<file path="config.mk">
export PLATFORM = sky130hd
export DESIGN_NAME = block_mem_bridge
export DESIGN_NICKNAME = d
export VERILOG_FILES = /design/src/rtl/mem_if_pkg.sv /design/src/rtl/block_mem_bridge.sv
export SDC_FILE = /design/constraint.sdc
export NUM_CORES = 2
export LEC_CHECK = 0
export CAP_MARGIN = 10
export CORE_ASPECT_RATIO = 0.75
export CORE_MARGIN = 5
export CORE_UTILIZATION = 25
export DETAILED_ROUTE_END_ITERATION = 8
export PLACE_DENSITY_LB_ADDON = 0.25
export SKIP_LAST_GASP = 1
export SLEW_MARGIN = 10
export SYNTH_ARGS = -nofsm -noshare
export SYNTH_HDL_FRONTEND = slang
export SYNTH_SLANG_ARGS = --single-unit
export TNS_END_PERCENT = 20
</file>
<file path="constraint.sdc">
create_clock -name clk -period 38.7 [get_ports clk]
set_input_delay 3.87 -clock clk [delete_from_list [all_inputs] [get_ports clk]]
set_output_delay 3.87 -clock clk [all_outputs]
set_load 0.1 [all_outputs]
</file>
<file path="src/rtl/mem_if_pkg.sv">
// Shared definitions for the cache-side memory bridges: FSM states, beat count
// and the lane-offset helper used to index 32-bit words inside a block.
package mem_if_pkg;

  typedef enum logic [1:0] {
    IDLE  = 2'b00,
    BURST = 2'b01,
    RESP  = 2'b10
  } state_t;

  localparam int unsigned BEATS = 8;

  // LSB position of word lane idx inside a block made of width-bit words
  function automatic int unsigned lane_lsb(input int unsigned idx, input int unsigned width);
    return idx * width;
  endfunction

endpackage

</file>
<file path="src/rtl/block_mem_bridge.sv">
// Data-side block bridge: serialises a 256-bit block request into eight 32-bit
// req/ack beats on the main-memory bus and answers with a one-cycle mem_ready.
module block_mem_bridge
  import mem_if_pkg::*;
#(
  parameter int unsigned ADDR_WIDTH = 28,
  parameter int unsigned BLOCK_SIZE = 256,
  parameter int unsigned DATA_WIDTH = 32,
  parameter int unsigned TIMEOUT    = 255
) (
  input  logic                  clk,
  input  logic                  rst,
  input  logic [ADDR_WIDTH-1:0] mem_addr,
  input  logic [BLOCK_SIZE-1:0] mem_wr,
  input  logic                  mem_rw,
  input  logic                  mem_valid,
  output logic [BLOCK_SIZE-1:0] mem_rd,
  output logic                  mem_ready,
  output logic [ADDR_WIDTH-1:0] dram_addr,
  output logic [DATA_WIDTH-1:0] dram_wdata,
  output logic                  dram_we,
  output logic                  dram_req,
  input  logic [DATA_WIDTH-1:0] dram_rdata,
  input  logic                  dram_ack,
  output logic                  bus_err
);

  localparam int unsigned BEAT_W = $clog2(BEATS);
  localparam int unsigned TMO_W  = $clog2(TIMEOUT + 1);

  localparam logic [BEAT_W-1:0]     LAST_BEAT = BEAT_W'(BEATS - 1);
  localparam logic [TMO_W-1:0]      TMO_LAST  = TMO_W'(TIMEOUT - 1);
  localparam logic [ADDR_WIDTH-1:0] BLK_MASK  = ~ADDR_WIDTH'(BEATS - 1);

  state_t                  state_q, state_d;
  logic [BEAT_W-1:0]       beat_q, beat_d;
  logic [TMO_W-1:0]        tmo_q, tmo_d;
  logic [ADDR_WIDTH-1:0]   base_q, base_d;
  logic                    rw_q, rw_d;
  logic [BLOCK_SIZE-1:0]   wbuf_q, wbuf_d;
  logic [BLOCK_SIZE-1:0]   rbuf_q, rbuf_d;

  logic [BLOCK_SIZE-1:0]   mem_rd_d;
  logic                    mem_ready_d;
  logic [ADDR_WIDTH-1:0]   dram_addr_d;
  logic [DATA_WIDTH-1:0]   dram_wdata_d;
  logic                    dram_we_d;
  logic                    dram_req_d;
  logic                    bus_err_d;

  // Next-state, datapath and next-output logic; every output is registered
  // from the next state so no ack/rdata path reaches mem_ready or mem_rd.
  always_comb begin
    state_d      = state_q;
    beat_d       = beat_q;
    tmo_d        = tmo_q;
    base_d       = base_q;
    rw_d         = rw_q;
    wbuf_d       = wbuf_q;
    rbuf_d       = rbuf_q;
    bus_err_d    = bus_err;
    mem_rd_d     = '0;
    mem_ready_d  = 1'b0;
    dram_addr_d  = '0;
    dram_wdata_d = '0;
    dram_we_d    = 1'b0;
    dram_req_d   = 1'b0;

    unique case (state_q)
      IDLE: begin
        if (mem_valid) begin
          state_d = BURST;
          base_d  = mem_addr & BLK_MASK;
          rw_d    = mem_rw;
          wbuf_d  = mem_wr;
          rbuf_d  = '0;
          beat_d  = '0;
          tmo_d   = '0;
        end
      end
      BURST: begin
        if (dram_ack) begin
          tmo_d = '0;
          if (!rw_q) begin
            rbuf_d[lane_lsb(32'(beat_q), DATA_WIDTH) +: DATA_WIDTH] = dram_rdata;
          end
          if (beat_q == LAST_BEAT) begin
            state_d = RESP;
          end else begin
            beat_d = beat_q + BEAT_W'(1);
          end
        end else if (tmo_q == TMO_LAST) begin
          // Abort: report an empty block and flag the bus as unreliable
          state_d   = RESP;
          rbuf_d    = '0;
          bus_err_d = 1'b1;
        end else begin
          tmo_d = tmo_q + TMO_W'(1);
        end
      end
      RESP: begin
        state_d = IDLE;
      end
      default: begin
        state_d = IDLE;
      end
    endcase

    if (state_d == BURST) begin
      dram_req_d   = 1'b1;
      dram_we_d    = rw_d;
      dram_addr_d  = base_d | ADDR_WIDTH'(beat_d);
      dram_wdata_d = wbuf_d[lane_lsb(32'(beat_d), DATA_WIDTH) +: DATA_WIDTH];
    end

    if (state_d == RESP) begin
      mem_ready_d = 1'b1;
      mem_rd_d    = rw_d ? '0 : rbuf_d;
    end
  end

  // State, buffers, counters and registered outputs
  always_ff @(posedge clk or posedge rst) begin
    if (rst) begin
      state_q    <= IDLE;
      beat_q     <= '0;
      tmo_q      <= '0;
      base_q     <= '0;
      rw_q       <= 1'b0;
      wbuf_q     <= '0;
      rbuf_q     <= '0;
      mem_rd     <= '0;
      mem_ready  <= 1'b0;
      dram_addr  <= '0;
      dram_wdata <= '0;
      dram_we    <= 1'b0;
      dram_req   <= 1'b0;
      bus_err    <= 1'b0;
    end else begin
      state_q    <= state_d;
      beat_q     <= beat_d;
      tmo_q      <= tmo_d;
      base_q     <= base_d;
      rw_q       <= rw_d;
      wbuf_q     <= wbuf_d;
      rbuf_q     <= rbuf_d;
      mem_rd     <= mem_rd_d;
      mem_ready  <= mem_ready_d;
      dram_addr  <= dram_addr_d;
      dram_wdata <= dram_wdata_d;
      dram_we    <= dram_we_d;
      dram_req   <= dram_req_d;
      bus_err    <= bus_err_d;
    end
  end

endmodule

</file>
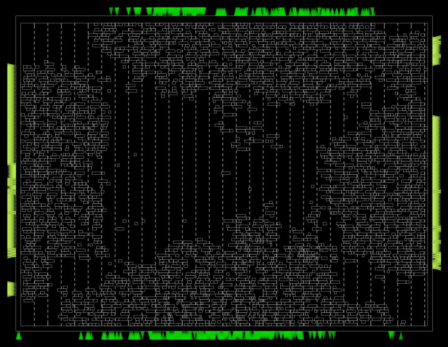
final_placement.png
tap cell count: 1740
row cnt: 114
fraction of area in registers: 49.54%
# fillers: 12710
tally of non-filler cells in the final layout: 4692

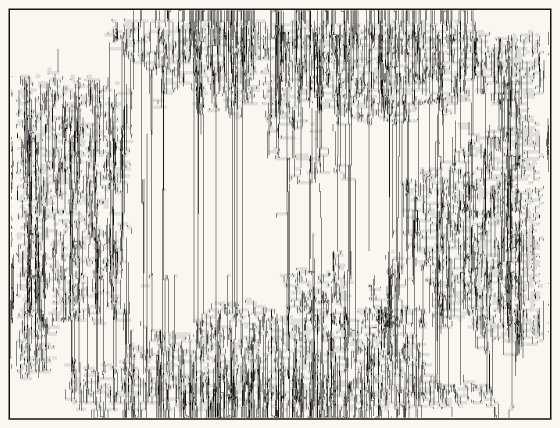
met2.png
Cells faint in the background.
The longest straight run is 209 um. The layer holds 49% of the routed length. 2790 nets have wire on it.
Routed WL: 110300 um
vias: 20560
met2 usage: 26.64%

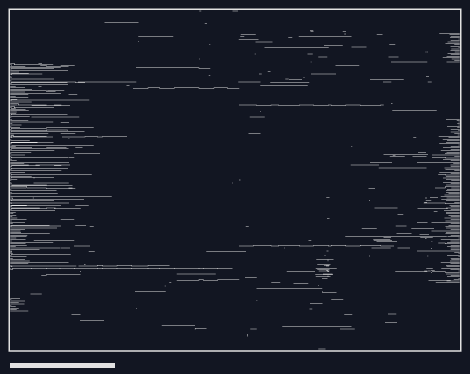
met3.png
Scale bar: 100 um.
The wires run mostly horizontal. The longest straight run is 96.1 um. The layer holds 7.7% of the routed length.
met3 Resource Use GR: 5.530%

==> impl_metrics.json <==
{
  "slew_headroom_pct": 21.07,
  "cts.sinks": 874,
  "worstPathCellList": "clkdlybuf4s50_1, inv_8, buf_4, buf_4, buf_4, buf_4",
  "wl_per_cell_um": 23.51,
  "track_usage_pct": 15.65,
  "synth-async-reset-ratio_pct": 100.0,
  "avgViaCountPerCell": 4.382,
  "clockNetworkAreaShare_pct": 7.371,
  "routabilityCongestion": 0.7779,
  "dp_hpwl_um": 74010,
  "dr.pass1.iters": 4,
  "crit_path_end": "wbuf_q[201]",
  "yosys_area_um2": 32660,
  "yosysWarnings": 0,
  "top_layer": "met5",
  "antenna_found_initial": 42,
  "fin_nets": 3191,
  "grt_overflow": 0,
  "synth_top_area_share_pct": 66.97,
  "synth_area_um2": 32660,
  "leakagePower_nw": 19.27,
  "cp_max_fo": 125,
  "p_per_area_nw_per_um2": 76.26,
  "comb_area_share_pct": 22.88,
  "die_h_um": 323.0,
  "holdCritPathClass": "flip-flop to flip-flop",
  "seq_cell_count": 874,
  "busiest_layer": "met2",
  "cts_buffers": 92,
  "crit_arrival_ns": 8.35,
  "startpoint_type": "primary input",
  "p_clk_share_pct": 28.1,
  "ff_type": "dfrtp_1",
  "yosys.area_share.xor_xnor_pct": 0.1609,
  "post-place-cells": 4508,
  "crit_slowest_cell": "buf_4",
  "syn_avg_cell_area_um2": 14.36,
  "hold_end": "base_q[18]",
  "synthTopCellsByArea": "dfrtp_1 (67%), mux2_2 (8.9%), a22o_1 (6.8%)",
  "setup-tns-final_ns": 0,
  "syn-num-nets": 2603,
  "comb_power_share_pct": 36.7,
  "insertedDiodeCount": 20,
  "dominant_cells": "registers",
  "setup_violations": 0,
  "pwr-share-seq_pct": 35.2,
  "internal_power_mw": 2.118,
  "power_leader": "combinational cells",
  "period_needed_ns": 7.625,
  "status": "complete, no violations"
}
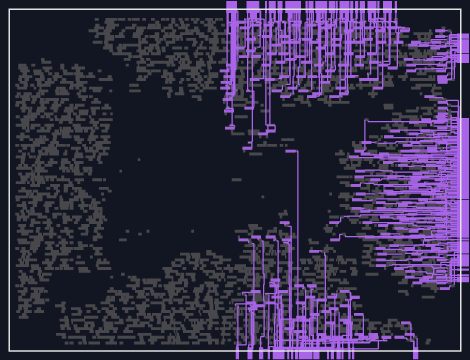
port_nets.png
mem_rd: drawn in purple, bits 256, direction output, edge 122 east, 86 north, 48 south, end cells 256, buffers 256, wire 13400 um.
I/O pins: 641
Port Buffer Count: 637

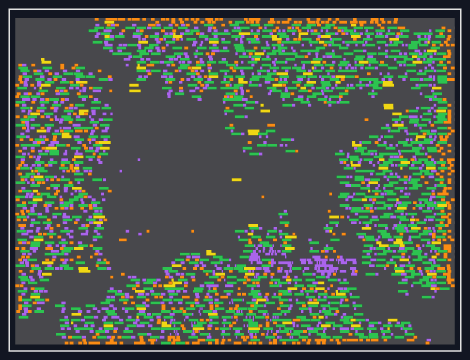
cell_classes.png
Fill, decap, tap and diode cells in grey.
flip-flops: drawn in green, cells 874. all other logic: drawn in purple, cells 1222. clock drivers and dummy loads: drawn in yellow, cells 164. other buffers and delay cells: drawn in orange, cells 672.
Design Area, Final: 44150 um2
core area: 129400 um2
Core Util, Final: 34.13%

Power is estimated from default activity; no workload was simulated.
